--- config.mk ---
export PLATFORM = sky130hd
export DESIGN_NAME = i2c_bit_framer_flat
export DESIGN_NICKNAME = d
export VERILOG_FILES = /design/src/rtl/i2c_defs.sv /design/src/rtl/i2c_bit_framer_if.sv /design/src/rtl/i2c_bus_cond_detect.sv /design/src/rtl/i2c_bit_framer.sv /design/src/flat_wrapper.sv
export SDC_FILE = /design/constraint.sdc
export NUM_CORES = 1
export LEC_CHECK = 0
export CORE_AREA = 3 3 66 68
export DETAILED_ROUTE_END_ITERATION = 12
export DIE_AREA = 0 0 69 71
export GPL_TIMING_DRIVEN = 0
export PLACE_DENSITY_LB_ADDON = 0.05
export SYNTH_ARGS = -nofsm -noshare
export SYNTH_HDL_FRONTEND = slang
export SYNTH_HIERARCHICAL = 1
export SYNTH_SLANG_ARGS = --single-unit
--- constraint.sdc ---
create_clock -name clk_i -period 3.8 [get_ports clk_i]
set_clock_uncertainty 0.1 [all_clocks]
set_input_delay 0.57 -clock clk_i [delete_from_list [all_inputs] [get_ports clk_i]]
set_output_delay 0.57 -clock clk_i [all_outputs]
set_load 0.05 [all_outputs]
--- src/rtl/i2c_defs.sv ---
// Shared I2C definitions: framer state encodings, byte/ACK constants
// and the default stuck-bus timeout.
package i2c_defs;

    typedef enum logic [1:0] {
        ST_IDLE = 2'd0,
        ST_DATA = 2'd1,
        ST_ACK  = 2'd2
    } state_e;

    localparam int          I2C_BYTE_W      = 8;
    localparam logic        I2C_ACK         = 1'b0;
    localparam logic [15:0] I2C_TIMEOUT_DEF = 16'd50000;

endpackage

--- src/rtl/i2c_bit_framer_if.sv ---
// Bundle between the I2C input filter, the bit framer and the slave
// protocol FSM; master is the framer side, slave the consumer side.
interface i2c_bit_framer_if;
    import i2c_defs::*;

    logic                  sda_filt_i;
    logic                  scl_filt_i;
    logic                  start_o;
    logic                  rep_start_o;
    logic                  stop_o;
    logic                  scl_rise_o;
    logic                  scl_fall_o;
    logic [I2C_BYTE_W-1:0] byte_o;
    logic                  byte_valid_o;
    logic                  ack_slot_o;
    logic                  ack_bit_o;
    logic                  ack_valid_o;
    logic [3:0]            bit_cnt_o;
    logic                  bus_busy_o;
    logic                  timeout_o;

    modport master (
        input  sda_filt_i, scl_filt_i,
        output start_o, rep_start_o, stop_o,
        output scl_rise_o, scl_fall_o,
        output byte_o, byte_valid_o,
        output ack_slot_o, ack_bit_o, ack_valid_o,
        output bit_cnt_o, bus_busy_o, timeout_o
    );

    modport slave (
        output sda_filt_i, scl_filt_i,
        input  start_o, rep_start_o, stop_o,
        input  scl_rise_o, scl_fall_o,
        input  byte_o, byte_valid_o,
        input  ack_slot_o, ack_bit_o, ack_valid_o,
        input  bit_cnt_o, bus_busy_o, timeout_o
    );

endinterface

--- src/rtl/i2c_bus_cond_detect.sv ---
// Bus condition detector: keeps the previous SDA/SCL levels and flags
// START, STOP and SCL edges combinationally for the framer to register.
module i2c_bus_cond_detect (
    input  logic clk_i,
    input  logic rst_i,
    input  logic sda_i,
    input  logic scl_i,
    output logic start_o,
    output logic stop_o,
    output logic rise_o,
    output logic fall_o
);

    logic sda_q;
    logic scl_q;

    // Input history; idle bus is high so a released bus shows no edge.
    always_ff @(posedge clk_i) begin
        if (rst_i) begin
            sda_q <= 1'b1;
            scl_q <= 1'b1;
        end else begin
            sda_q <= sda_i;
            scl_q <= scl_i;
        end
    end

    // SDA moves only count as START/STOP while SCL is steadily high,
    // so a simultaneous SCL+SDA change is an SCL edge only.
    assign start_o = scl_q & scl_i & sda_q & ~sda_i;
    assign stop_o  = scl_q & scl_i & ~sda_q & sda_i;
    assign rise_o  = ~scl_q & scl_i;
    assign fall_o  = scl_q & ~scl_i;

endmodule

--- src/rtl/i2c_bit_framer.sv ---
// I2C bit framer: turns filtered SDA/SCL into START/STOP, byte and ACK
// strobes for the slave protocol FSM, with a stuck-bus timeout.
module i2c_bit_framer
    import i2c_defs::*;
#(
    parameter int                   TIMEOUT_W   = 16,
    parameter logic [TIMEOUT_W-1:0] TIMEOUT_CYC =
        TIMEOUT_W'(I2C_TIMEOUT_DEF)
) (
    input  logic              clk_i,
    input  logic              rst_i,
    i2c_bit_framer_if.master  bus
);

    localparam logic TMO_EN = (TIMEOUT_CYC != '0);
    localparam logic [TIMEOUT_W-1:0] TMO_LAST =
        TIMEOUT_CYC - TIMEOUT_W'(1);

    logic start_e, stop_e, rise_e, fall_e;
    logic any_e, tmo_hit;

    state_e                state_q;
    logic [I2C_BYTE_W-1:0] shreg_q, byte_q, shift_w;
    logic [3:0]            bit_cnt_q;
    logic [TIMEOUT_W-1:0]  tmo_q;
    logic start_q, rep_q, stop_q, rise_q, fall_q;
    logic bvalid_q, slot_q, ackb_q, ackv_q;
    logic busy_q, tmo_pulse_q;

    i2c_bus_cond_detect u_cond (
        .clk_i   (clk_i),
        .rst_i   (rst_i),
        .sda_i   (bus.sda_filt_i),
        .scl_i   (bus.scl_filt_i),
        .start_o (start_e),
        .stop_o  (stop_e),
        .rise_o  (rise_e),
        .fall_o  (fall_e)
    );

    assign shift_w = {shreg_q[I2C_BYTE_W-2:0], bus.sda_filt_i};
    assign any_e   = start_e | stop_e | rise_e | fall_e;
    assign tmo_hit = TMO_EN & busy_q & ~any_e & (tmo_q == TMO_LAST);

    // Stuck-bus counter: runs only while busy, saturates instead of wrapping.
    always_ff @(posedge clk_i) begin
        if (rst_i || !TMO_EN || !busy_q || any_e) begin
            tmo_q <= '0;
        end else if (tmo_q != '1) begin
            tmo_q <= tmo_q + TIMEOUT_W'(1);
        end
    end

    // Framing FSM with registered strobes; START/STOP/timeout win over bits.
    always_ff @(posedge clk_i) begin
        if (rst_i) begin
            state_q     <= ST_IDLE;
            shreg_q     <= '0;
            byte_q      <= '0;
            bit_cnt_q   <= '0;
            start_q     <= 1'b0;
            rep_q       <= 1'b0;
            stop_q      <= 1'b0;
            rise_q      <= 1'b0;
            fall_q      <= 1'b0;
            bvalid_q    <= 1'b0;
            slot_q      <= 1'b0;
            ackb_q      <= 1'b0;
            ackv_q      <= 1'b0;
            busy_q      <= 1'b0;
            tmo_pulse_q <= 1'b0;
        end else begin
            start_q     <= 1'b0;
            rep_q       <= 1'b0;
            stop_q      <= 1'b0;
            bvalid_q    <= 1'b0;
            ackv_q      <= 1'b0;
            tmo_pulse_q <= 1'b0;
            rise_q      <= rise_e;
            fall_q      <= fall_e;
            if (start_e) begin
                state_q   <= ST_DATA;
                shreg_q   <= '0;
                bit_cnt_q <= '0;
                slot_q    <= 1'b0;
                busy_q    <= 1'b1;
                start_q   <= 1'b1;
                rep_q     <= busy_q;
            end else if (stop_e || tmo_hit) begin
                state_q     <= ST_IDLE;
                bit_cnt_q   <= '0;
                slot_q      <= 1'b0;
                busy_q      <= 1'b0;
                stop_q      <= stop_e;
                tmo_pulse_q <= tmo_hit;
            end else begin
                unique case (state_q)
                    ST_DATA: begin
                        if (rise_e && bit_cnt_q < 4'd8) begin
                            shreg_q   <= shift_w;
                            bit_cnt_q <= bit_cnt_q + 4'd1;
                            if (bit_cnt_q == 4'd7) begin
                                byte_q   <= shift_w;
                                bvalid_q <= 1'b1;
                            end
                        end else if (fall_e && bit_cnt_q == 4'd8) begin
                            state_q <= ST_ACK;
                            slot_q  <= 1'b1;
                        end
                    end
                    ST_ACK: begin
                        if (rise_e) begin
                            ackb_q <= bus.sda_filt_i;
                            ackv_q <= 1'b1;
                        end else if (fall_e) begin
                            state_q   <= ST_DATA;
                            slot_q    <= 1'b0;
                            bit_cnt_q <= '0;
                        end
                    end
                    default: begin
                        state_q <= ST_IDLE;
                    end
                endcase
            end
        end
    end

    assign bus.start_o      = start_q;
    assign bus.rep_start_o  = rep_q;
    assign bus.stop_o       = stop_q;
    assign bus.scl_rise_o   = rise_q;
    assign bus.scl_fall_o   = fall_q;
    assign bus.byte_o       = byte_q;
    assign bus.byte_valid_o = bvalid_q;
    assign bus.ack_slot_o   = slot_q;
    assign bus.ack_bit_o    = ackb_q;
    assign bus.ack_valid_o  = ackv_q;
    assign bus.bit_cnt_o    = bit_cnt_q;
    assign bus.bus_busy_o   = busy_q;
    assign bus.timeout_o    = tmo_pulse_q;

endmodule

--- src/flat_wrapper.sv ---
// flat-port wrapper written by rule: the top's interface ports become plain ports
module i2c_bit_framer_flat import i2c_defs::*;
#(
    parameter int                   TIMEOUT_W   = 16,
    parameter logic [TIMEOUT_W-1:0] TIMEOUT_CYC =
        TIMEOUT_W'(I2C_TIMEOUT_DEF)
)
  (clk_i, rst_i, bus_sda_filt_i, bus_scl_filt_i, bus_start_o, bus_rep_start_o, bus_stop_o, bus_scl_rise_o, bus_scl_fall_o, bus_byte_o, bus_byte_valid_o, bus_ack_slot_o, bus_ack_bit_o, bus_ack_valid_o, bus_bit_cnt_o, bus_bus_busy_o, bus_timeout_o);
  i2c_bit_framer_if bus_i ();
  input  logic clk_i;
  input  logic rst_i;
  input wire logic [$bits(bus_i.sda_filt_i)-1:0] bus_sda_filt_i;
  input wire logic [$bits(bus_i.scl_filt_i)-1:0] bus_scl_filt_i;
  output wire logic [$bits(bus_i.start_o)-1:0] bus_start_o;
  output wire logic [$bits(bus_i.rep_start_o)-1:0] bus_rep_start_o;
  output wire logic [$bits(bus_i.stop_o)-1:0] bus_stop_o;
  output wire logic [$bits(bus_i.scl_rise_o)-1:0] bus_scl_rise_o;
  output wire logic [$bits(bus_i.scl_fall_o)-1:0] bus_scl_fall_o;
  output wire logic [$bits(bus_i.byte_o)-1:0] bus_byte_o;
  output wire logic [$bits(bus_i.byte_valid_o)-1:0] bus_byte_valid_o;
  output wire logic [$bits(bus_i.ack_slot_o)-1:0] bus_ack_slot_o;
  output wire logic [$bits(bus_i.ack_bit_o)-1:0] bus_ack_bit_o;
  output wire logic [$bits(bus_i.ack_valid_o)-1:0] bus_ack_valid_o;
  output wire logic [$bits(bus_i.bit_cnt_o)-1:0] bus_bit_cnt_o;
  output wire logic [$bits(bus_i.bus_busy_o)-1:0] bus_bus_busy_o;
  output wire logic [$bits(bus_i.timeout_o)-1:0] bus_timeout_o;
  assign bus_i.sda_filt_i = bus_sda_filt_i;
  assign bus_i.scl_filt_i = bus_scl_filt_i;
  assign bus_start_o = bus_i.start_o;
  assign bus_rep_start_o = bus_i.rep_start_o;
  assign bus_stop_o = bus_i.stop_o;
  assign bus_scl_rise_o = bus_i.scl_rise_o;
  assign bus_scl_fall_o = bus_i.scl_fall_o;
  assign bus_byte_o = bus_i.byte_o;
  assign bus_byte_valid_o = bus_i.byte_valid_o;
  assign bus_ack_slot_o = bus_i.ack_slot_o;
  assign bus_ack_bit_o = bus_i.ack_bit_o;
  assign bus_ack_valid_o = bus_i.ack_valid_o;
  assign bus_bit_cnt_o = bus_i.bit_cnt_o;
  assign bus_bus_busy_o = bus_i.bus_busy_o;
  assign bus_timeout_o = bus_i.timeout_o;
  i2c_bit_framer #(.TIMEOUT_W(TIMEOUT_W), .TIMEOUT_CYC(TIMEOUT_CYC)) u_core (.clk_i(clk_i), .rst_i(rst_i), .bus(bus_i));
endmodule
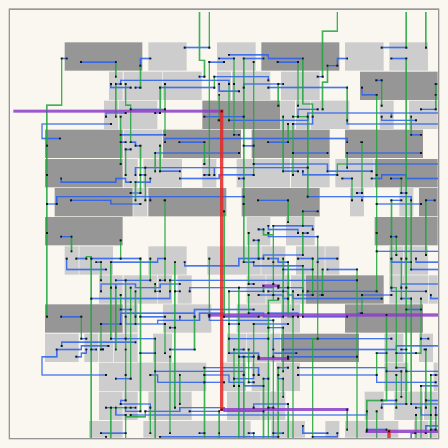
Figure 1: run 1, close-up of the layout.
Region (0, 31) to (40, 71) µm. Cells in grey, sequential cells in the stronger grey; small squares are vias.
metal 1 -> blue
metal 2 -> green
metal 3 -> purple
metal 4 -> red
most frequent = nor2_1 (21), dfxtp_1 (19), mux2i_1 (10)
netlist names of flops here include = u_core/tmo_q (6), u_core/bus.byte_o (5), u_core/shreg_q (5)
sequential cells in the window = 19
cells with their middle in the window = 97

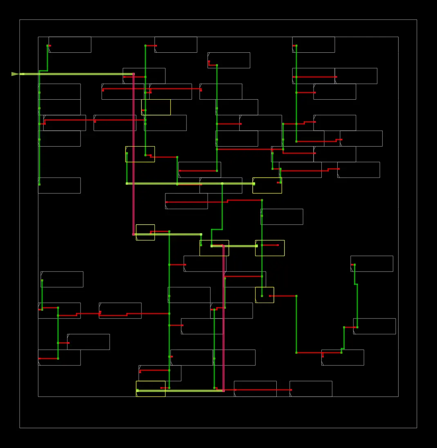
Figure 2: run 1, clock wiring as the flow saved it.
Clock Buffer Count: 6
CTS buffer count: 5

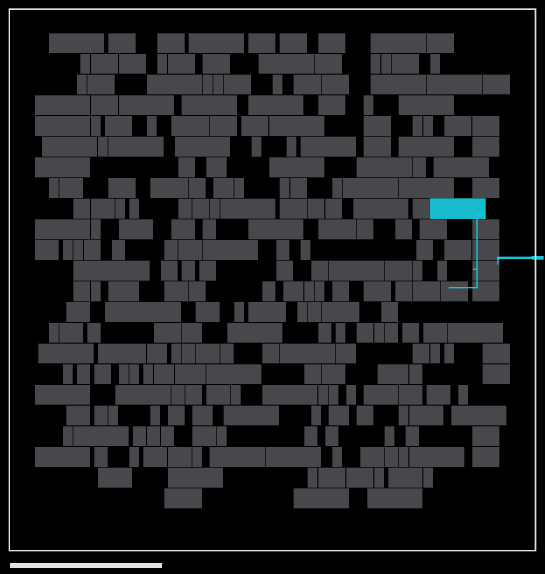
Figure 3: run 1, I/O nets highlighted.
Scale bar: 20 µm.
bus_ack_bit_o -> cyan  # bits 1, direction output, edge east, end cells 1, buffers 1, wire 19.8 µm
io pins: 27
port bufs: 26

==> results.ini, run 1 <==
[run_status]
status = finished, final reports clean

[global_route]
grt_pass1_wl_um = 7450
overflow = 0
antenna_found_initial = 0
grt_usage = 0.187
grt_max_degree = 17

[synth]
area_leaders = dfxtp_1, nor2_1, mux2i_1
edf_count = 0
yosys_cells = 229
yosysTopAreaCell = dfxtp_1
yosys-stat-area_mm2 = 0.00216
syn_inst = 229
ys_async_sr_fraction = 0
synthTopCellsByCount = dfxtp_1, nor2_1, mux2i_1
yosysTopAreaCellShare = 0.463
yosysMostFrequentCell = dfxtp_1
ys_ff = 50
synth.distinct_cells = 49

[detailed_routing]
avgRoutedWirePerCell_um = 13.2
via_per_inst = 5.36
finalWirelength_um = 4130
dr.first_iter.drc_count = 67
wl_met2_um = 2050
route.detailed.drc = 0
met3_length_um = 142
route.top_layer_used = met4
dr.pass1.iters = 4
vias = 1679

[power_and_ir_drop]
p_clk_frac = 0.363
power_switching_uw = 207
ir_drop_mv = 0.194
clk-power_uw = 327
power_leakage_uw = 0.000914
p_comb_uw = 41.8
power_leader = registers
power_uw = 900

[cells_and_area]
final_util = 0.661
final_common_cell = dfxtp_1
regArea_mm2 = 0.00100
fin_nets = 269
area_growth_pct = 19.5
fin_cells = 313
logic_area_mm2 = 0.00111
finish.instance_area_mm2 = 0.00259
mostFrequentLayoutCells = dfxtp_1, nor2_1, clkdlybuf4s50_1

[floorplan]
dieWidth_um = 69
rows = 23
fp.dieH_um = 71
die-area_mm2 = 0.00490

[final_timing]
tightest_slew_ns = 0.519
rsz0062_at_grt = false
fmax_mhz = 385
final-setup-viol-count = 0
min_period_ns = 2.60
period_used_share = 0.684
fin_ws_ns = 1.20
drv_slew = 0
tns_ns = 0

[cts]
cts-resized-gates = 0
cts_setup_buffers = 0
cts.clk_slew.worst_paths_ns = 0.09
clock_path_buffers = 2
cts.sinks = 50
clock.latency.late_pin_ns = 0.30
h-tree-depth = 2
ctsRootBufferMaster = clkbuf_8
tritoncts = built

[worst_setup_path]
start_kind = input port
cp_slowest_cell = clkdlybuf4s50_1
path_class = in -> reg
path_cells = clkdlybuf4s50_1, and4b_1, nor4_1, nand4_1, o211ai_1, nand2b_1, nor2_1
critical_path.top_delay_family = simple AND/OR/NAND/NOR gates
crit_buf_inv = 1
cp_max_fo = 6
cp.arrival_ns = 2.70
critPathRequiredTime_ns = 3.90

[placed_design]
gp_congestion = 0.826
post-place-ws_ns = 0.831
dpl.cell_count = 305
place_area_mm2 = 0.00249
dp_hpwl_um = 3050

[flow_run]
cap_violations = 0

run 1: layout make-up:
type,count,area share
multi-input cells,167,0.429
flip-flops and latches,50,0.387
repair buffers,26,0.101
clock buffers,6,0.0319
well taps,50,0.0242
plain buffers,6,0.0121
inverters,6,0.00871
clock inverters,2,0.00677
run 1: cells by family after synthesis:
logic type	count (synthesis)	share of synthesized area
adder cells (fa/ha/maj)	3	0.0174
flip-flops	50	0.463
buffers and inverters	12	0.0249
multiplexers	16	0.0740
AND-OR/OR-AND	28	0.102
XOR/XNOR	13	0.0526
AND/OR/NAND/NOR	107	0.267
run 1: worst paths after layout:
path	startpoint	slack, ns	cells after the start	to
setup / recovery	bus_sda_filt_i	1.20	7	u_core/bus.bit_cnt_o[3]
hold / removal	u_core/bus.ack_slot_o	0.37	2	u_core/bus.ack_slot_o
setup reg to reg	u_core/u_cond/scl_q	1.72	6	u_core/bus.bit_cnt_o[3]
hold reg to reg	u_core/bus.ack_slot_o	0.37	2	u_core/bus.ack_slot_o
run 1: registers in the layout, indices dropped and copies added, names as in the netlist:
| signal | count |
|---|---|
| u_core/bus.scl_fall_o | 1 |
| u_core/bus.byte_valid_o | 1 |
| u_core/bus.byte_o | 8 |
| u_core/bus.ack_slot_o | 1 |
| u_core/state_q | 2 |
| u_core/bus.rep_start_o | 1 |
| u_core/tmo_q | 16 |
| u_core/bus.ack_valid_o | 1 |
| u_core/bus.timeout_o | 1 |
| u_core/shreg_q | 7 |
| u_core/bus.bit_cnt_o | 4 |
| u_core/u_cond/sda_q | 1 |
| u_core/bus.start_o | 1 |
| u_core/u_cond/scl_q | 1 |
| u_core/bus.ack_bit_o | 1 |
| u_core/bus.stop_o | 1 |
| u_core/bus.scl_rise_o | 1 |
| u_core/bus.bus_busy_o | 1 |
Figure 4. Wiring by layer (run 1).
Two of the layers only.
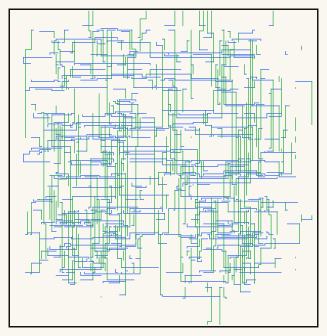

==> run 2, diff against run 1 <==
--- a/config.mk
+++ b/config.mk
@@ -5,9 +5,9 @@
 export SDC_FILE = /design/constraint.sdc
 export NUM_CORES = 1
 export LEC_CHECK = 0
-export CORE_AREA = 3 3 66 68
+export CORE_AREA = 3 3 68 70
 export DETAILED_ROUTE_END_ITERATION = 12
-export DIE_AREA = 0 0 69 71
+export DIE_AREA = 0 0 71 73
 export GPL_TIMING_DRIVEN = 0
 export PLACE_DENSITY_LB_ADDON = 0.05
 export SYNTH_ARGS = -nofsm -noshare
==> constraint.sdc (replaced) <==
create_clock -name clk_i -period 2.71 [get_ports clk_i]
set_clock_uncertainty 0.1 [all_clocks]
set_input_delay 0.4065 -clock clk_i [delete_from_list [all_inputs] [get_ports clk_i]]
set_output_delay 0.4065 -clock clk_i [all_outputs]
set_load 0.05 [all_outputs]
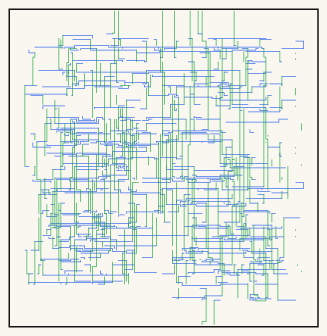
Figure 5: run 2, wiring by layer.
Two of the layers only.
metal 2 -> green  # wire length 1,890 µm
metal 1 -> blue  # wire length 1,980 µm
via count: 1,646
WL per Instance: 13.0 µm
Total GRT Usage: 0.171

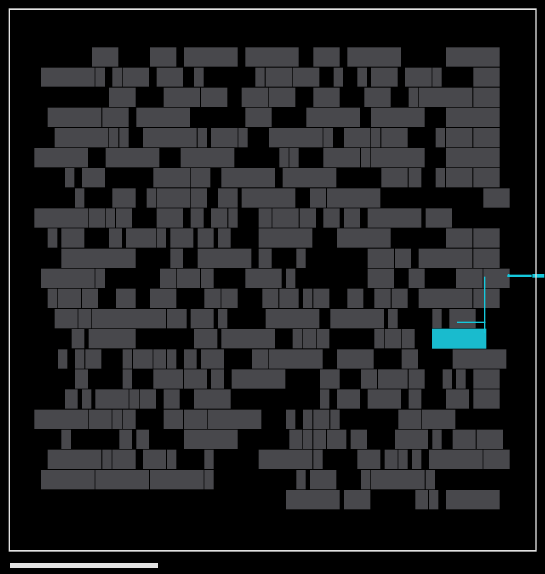
Figure 6: run 2, I/O nets highlighted.
Scale bar: 20 µm.
bus_ack_bit_o -> cyan  # bits 1, direction output, edge east, end cells 1, buffers 1, wire 14.3 µm

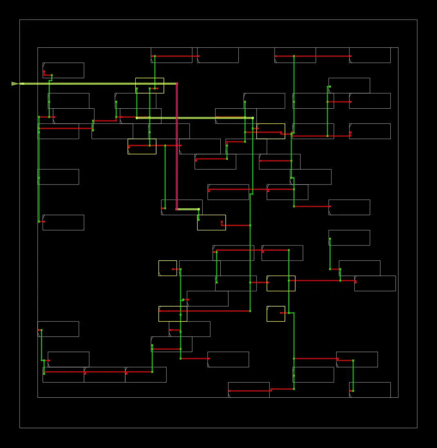
Figure 7: run 2, clock wiring as the flow saved it.
Clk Latency, worst-skew pair: 0.30 ns
clock network power: 452 µW
Flops: 50

==> run 2 against run 1 <==
Clock power increased by 38%. Flip-flop count unchanged. Critical path depth unchanged. Combinational power grew 39%. Cell count unchanged. First-iteration DRC count grew 30%. Global-route usage down 1.7 points. Die area up 5.8%. Wire length shrank 1.5%. Non-clock buffer count unchanged.
==> results.ini, run 2 <==
[run_status]
status = finished, final reports clean

[cells_and_area]
comb_cells = 167
fill_cells = 365
buffers_excl_clock = 32
fin_nets = 269
largest_reg_flops = 16
largestClassByArea = logic gates
n_all_inverters = 6
area_growth_pct = 19.5
finish.instance_area_mm2 = 0.00259
seq_area_frac = 0.387
regArea_mm2 = 0.00100
bufAreaShareNonClock = 0.113
top_register = u_core/tmo_q
clock_area_frac = 0.0387
final_common_cell = dfxtp_1

[worst_setup_path]
r2r-end = u_core/bus.bit_cnt_o[3]
critical_path.top_delay_family = simple AND/OR/NAND/NOR gates
path_class = in -> reg
worstSetupEndpoint = u_core/bus.bit_cnt_o[3]
cp.depth = 7
cp_slowest_cell = clkdlybuf4s50_1
crit_buf_inv = 1
reg2regPathDepth = 6
start_kind = input port
path_cells = clkdlybuf4s50_1, and4b_1, nor4_1, nand4_1, o211ai_1, nand2b_1, nor2_1
cp.arrival_ns = 2.54

[cts]
cts.clk_slew.worst_paths_ns = 0.09
tritoncts = built
clock_path_buffers = 2
numCtsBuffers = 5
h-tree-depth = 2
cts.sinks = 50

[final_timing]
drv_slew = 0
fin_ws_ns = 0.270
tns_ns = 0
final-setup-viol-count = 0
fmax_mhz = 410
period_used_share = 0.900
rsz0062_at_grt = false

[global_route]
overflow = 0
antenna_found_initial = 0
grt_max_degree = 17

[synth]
yosysTopAreaCellShare = 0.463
yosys-stat-area_mm2 = 0.00216
edf_count = 0
yosys.area_share.aoi = 0.102
ys_async_sr_fraction = 0
yosysTopAreaCell = dfxtp_1
simple_gate_area_frac = 0.267
area_leaders = dfxtp_1, nor2_1, mux2i_1
synth.distinct_cells = 49
mux_share = 0.0740
ys_sh_adder = 0.0174
synthTopCellsByCount = dfxtp_1, nor2_1, mux2i_1
yosysMostFrequentCell = dfxtp_1
ys_ff = 50
yosys_cells = 229

[power_and_ir_drop]
power_leakage_uw = 0.000914
ir_drop_mv = 0.277
power_density_mw_per_mm2 = 485

[floorplan]
io_pins = 27
die-area_mm2 = 0.00518
fp.dieH_um = 73
dieWidth_um = 71
rows = 23
n_tap_cell = 50
coreArea_mm2 = 0.00403

[placed_design]
place_area_mm2 = 0.00249
portBuffers = 26
post-place-ws_ns = -0.0971
gp_congestion = 0.839

[detailed_routing]
route.detailed.drc = 0
dr.pass1.iters = 4
via_per_inst = 5.26
finalWirelength_um = 4070

[worst_hold_path]
whs_path_depth = 2
hold_start = u_core/bus.ack_slot_o

[flow_run]
cap_violations = 0

[run 2: cell counts after synthesis]
No cell type changed its count.
[run 2: per-layer routing]
layer / vias to the layer above / global-route usage / part of all wire
met1: 746 / 0.224 / 0.49
met4: 0 / 0.0564 / 0.0054
met2: 33 / 0.271 / 0.46
li1: 865 / - / -
met3: 2 / 0.0496 / 0.043
met5: - / 0 / 0
[run 2: worst min path at each step]
stage / endpoint / slack (ns)
after floorplan: u_core/bus.byte_o[7] / 0.36
after global placement: u_core/bus.ack_slot_o / 0.36
after detailed placement: u_core/bus.ack_slot_o / 0.36
after CTS: u_core/bus.ack_slot_o / 0.37
after global routing: u_core/bus.ack_slot_o / 0.40
final: u_core/bus.ack_slot_o / 0.36
[run 2: cell families (layout without fill, tap and decap cells)]
kind of cell,Yosys count,in the layout
compound gates,28,28
xor+xnor,13,13
fa+ha+maj,3,3
buf+inv,12,46
flops,50,50
mux,16,16
simple gates,107,107
[run 2: power by group]
group | leakage, µW | internal, µW | switching, µW
logic | 0.000459 | 20.8 | 37.3
registers | 0.000404 | 740 | 4.74
clock network | 0.0000514 | 210 | 241
total | 0.000914 | 971 | 283
[run 2: worst register-to-register path, delay by kind of cell, from the launching register on]
kind / cells / cell delay [ns]
AND-OR/OR-AND: 1 / 0.45
AND/OR/NAND/NOR: 5 / 1.09
flip-flops: 1 / 0.33
[run 2: through the flow]
step	power (µW)	hold WS, ns	utilization
final	1250	0.363	0.642
after global placement	821	0.358	0.617
after CTS	1280	0.369	0.642
after floorplan	799	0.360	-
after detailed placement	821	0.358	0.617
after global routing	1310	0.404	0.642
Figure 8. Close-up of the layout (run 2).
Region (0, 33) to (40, 73) µm. Cells in grey, sequential cells in the stronger grey; small squares are vias.
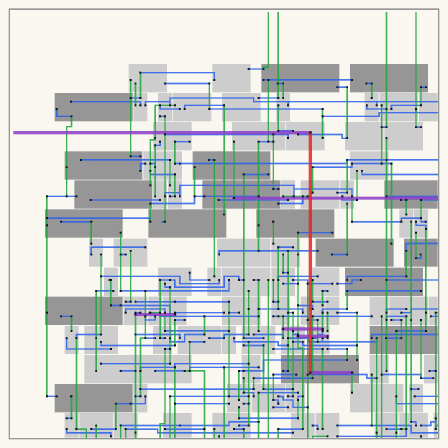

==> run 3, diff against run 2 <==
--- a/config.mk
+++ b/config.mk
@@ -9,7 +9,7 @@
 export DETAILED_ROUTE_END_ITERATION = 12
 export DIE_AREA = 0 0 71 73
 export GPL_TIMING_DRIVEN = 0
-export PLACE_DENSITY_LB_ADDON = 0.05
+export PLACE_DENSITY_LB_ADDON = 0.12
 export SYNTH_ARGS = -nofsm -noshare
 export SYNTH_HDL_FRONTEND = slang
 export SYNTH_HIERARCHICAL = 1
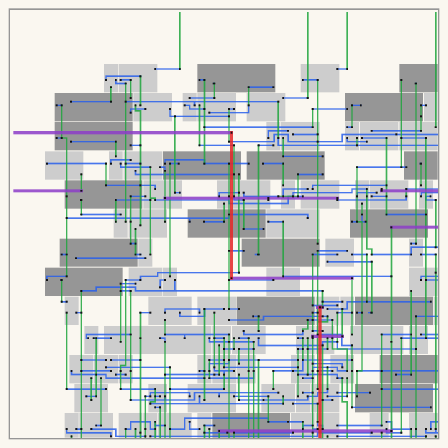
Figure 9: run 3, close-up of the layout.
Region (0, 33) to (40, 73) µm. Cells in grey, sequential cells in the stronger grey; small squares are vias.

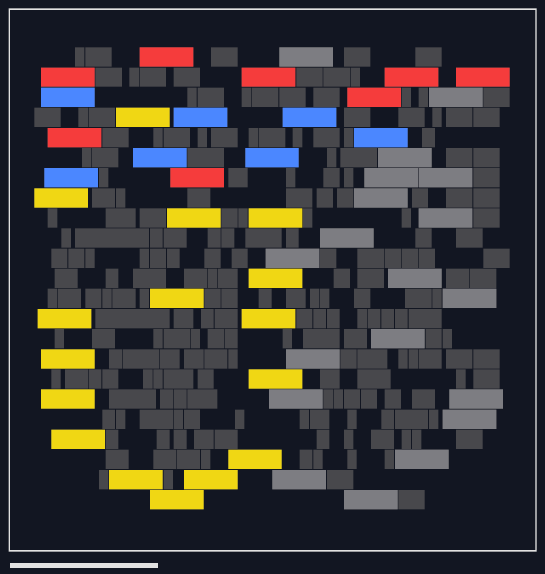
Figure 10: run 3, sequential cells coloured by netlist name.
Scale bar: 20 µm.
u_core/shreg_q -> blue  # placed flops 7
u_core/bus.byte_o -> red  # placed flops 8
u_core/tmo_q -> yellow  # placed flops 16
not coloured = 19

==> run 3 against run 2 <==
Clock power is essentially flat. Fmax shrank 2.8%. Flip-flop count did not move. Sequential share of layout area hardly changed. Worst hold slack better by 0.0038 ns. Cell count unchanged. Synthesized area unchanged. Critical path type unchanged. Largest power group unchanged. Highest routed layer unchanged.
==> results.ini, run 3 <==
[run_status]
status = finished, final reports clean

[detailed_routing]
postRouteAntennaNets = 0
dr.first_iter.drc_count = 113
finalWirelength_um = 4030
route.detailed.drc = 0
via_per_inst = 5.40
avgRoutedWirePerCell_um = 12.9
dr.pass1.iters = 4
vias = 1690

[worst_setup_path]
cpPeakStageDelay_ns = 0.57
path_class = in -> reg
critPathRequiredTime_ns = 2.81
crit_buf_inv = 1
path_cells = clkdlybuf4s50_1, and4b_1, nor4_1, nand4_1, o211ai_1, nand2b_1, nor2_1
cp_max_fo = 6
cp.arrival_ns = 2.61
critical_path.top_delay_family = simple AND/OR/NAND/NOR gates
cp-end-kind = register
start_kind = input port
worst-r2r-setup-slack_ns = 0.56
cp_slowest_cell = clkdlybuf4s50_1

[power_and_ir_drop]
power_leakage_uw = 0.000913
p_int_uw = 953
power_density_mw_per_mm2 = 487
swShare = 0.243
p_seq_frac = 0.592
power_leader = registers
ir_drop_mv = 0.355
p_comb_frac = 0.047
p_clk_frac = 0.361
power_switching_uw = 306
p_seq_uw = 745
p_comb_uw = 58.6

[synth]
fp_nets = 236
synth_area_per_cell_um2 = 9.45
yosysTopAreaCell = dfxtp_1
yosys-stat-area_mm2 = 0.00216
edf_count = 0
ys_async_sr_fraction = 0
yosysMostFrequentCell = dfxtp_1
syn_inst = 229
synth.distinct_cells = 49
area_leaders = dfxtp_1, nor2_1, mux2i_1
synthTopCellsByCount = dfxtp_1, nor2_1, mux2i_1
ys_ff = 50
synth_warnings = 6
yosysTopAreaCellShare = 0.463
netlist_area_mm2 = 0.00216
yosys_cells = 229
ys.flop_type = dfxtp_1
ys_seq_frac = 0.463

[final_timing]
period_used_share = 0.926
hold_viol = 0
fin_ws_ns = 0.201
relSlewSlack = 0.670
final-setup-viol-count = 0
drv_slew = 0
fmax_mhz = 399
min_period_ns = 2.51
tightest_slew_ns = 0.493
rsz0062_at_grt = false

[cts]
ctsRootBufferMaster = clkbuf_8
numCtsBuffers = 5
h-tree-depth = 2
cts_setup_buffers = 0
cts-resized-gates = 0
clock_path_buffers = 2
tritoncts = built
hold_buffers = 0
cts.clk_slew.worst_paths_ns = 0.09

[worst_hold_path]
hp-class = reg -> reg

[cells_and_area]
top_register = u_core/tmo_q
fin_cells = 313
largest_reg_flops = 16
area_growth_pct = 19.4
antenna_cells = 0
mostFrequentLayoutCells = dfxtp_1, nor2_1, clkdlybuf4s50_1
drive_gt1_frac = 0.0913
fin_nets = 269
final_common_cell = dfxtp_1
finish.instance_area_mm2 = 0.00258

[global_route]
overflow = 0
grt_max_degree = 19
grt_pass1_wl_um = 6960
grt_pass1_vias = 1497
antenna_found_initial = 0
grt_usage = 0.166

[floorplan]
coreArea_mm2 = 0.00403
rows = 23
core_util_floorplan = 0.537
io_pins = 27
fp.dieH_um = 73
dieWidth_um = 71
die-area_mm2 = 0.00518

[flow_run]
cap_violations = 0
warnings = 27

[placed_design]
dp_hpwl_um = 2940
dpl.cell_count = 305
post-place-ws_ns = -0.156
portBuffers = 26
place_area_mm2 = 0.00249
gp_congestion = 0.793

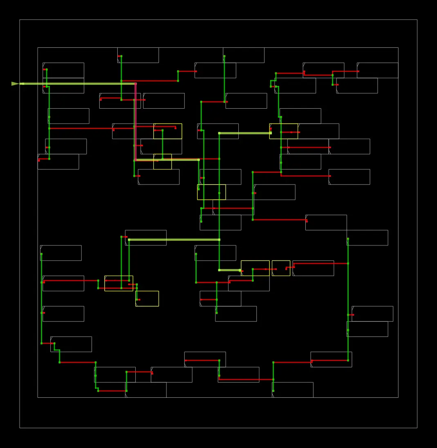
Figure 11: run 3, clock wiring as the flow saved it.
clock network power: 454 µW
Sink Count: 50
Clock Buffer Count: 5
Clk Latency, worst-skew pair: 0.31 ns

[run 3: logic make-up (layout without fill, tap and decap cells)]
logic type / Yosys count / in the layout / synth area share
DFF: 50 / 50 / 0.463
adders and majority gates: 3 / 3 / 0.0174
AOI/OAI and AO/OA: 28 / 28 / 0.102
xor gates and xnor gates: 13 / 13 / 0.0526
muxes: 16 / 16 / 0.0740
buffers and inverters: 12 / 46 / 0.0249
and+or+nand+nor: 107 / 107 / 0.267
[run 3: path summary, 6_finish.rpt]
kind                            cells past startpoint                      end             startpoint
worst max-delay path                                7  u_core/bus.bit_cnt_o[3]         bus_sda_filt_i
worst max register to register                      6  u_core/bus.bit_cnt_o[3]    u_core/u_cond/scl_q
worst min register to register                      2    u_core/bus.ack_slot_o  u_core/bus.ack_slot_o
worst min-delay path                                2    u_core/bus.ack_slot_o  u_core/bus.ack_slot_o
[run 3: routing by layer]
metal	GRT usage	vias up	share of wire	routed length [µm]
met5	0	-	0	0
met4	0.0438	0	0.0079	32
met3	0.0441	4	0.051	207
met2	0.263	38	0.46	1860
met1	0.226	782	0.48	1930
li1	-	866	-	-
[run 3: cell type report]
cell class	instances	area [µm²]
fill	333	1450
multi-input combinational	167	1110
sequential	50	1000
timing repair buffer	26	260
clock buffer	5	68.8
tap	50	62.6
buffer	6	31.3
clock inverter	3	28.8
inverter	6	22.5
[run 3: stage by stage]
step / hold slack [ns] / power (µW) / util / TNS, ns
after floorplan: 0.360 / 799 / - / 0
after global placement: 0.355 / 821 / 0.617 / -0.221
after detailed placement: 0.360 / 821 / 0.617 / -0.711
after CTS: 0.371 / 1280 / 0.641 / 0
after global routing: 0.407 / 1310 / 0.641 / 0
final: 0.367 / 1260 / 0.641 / 0
Power is estimated from default activity; no workload was simulated.
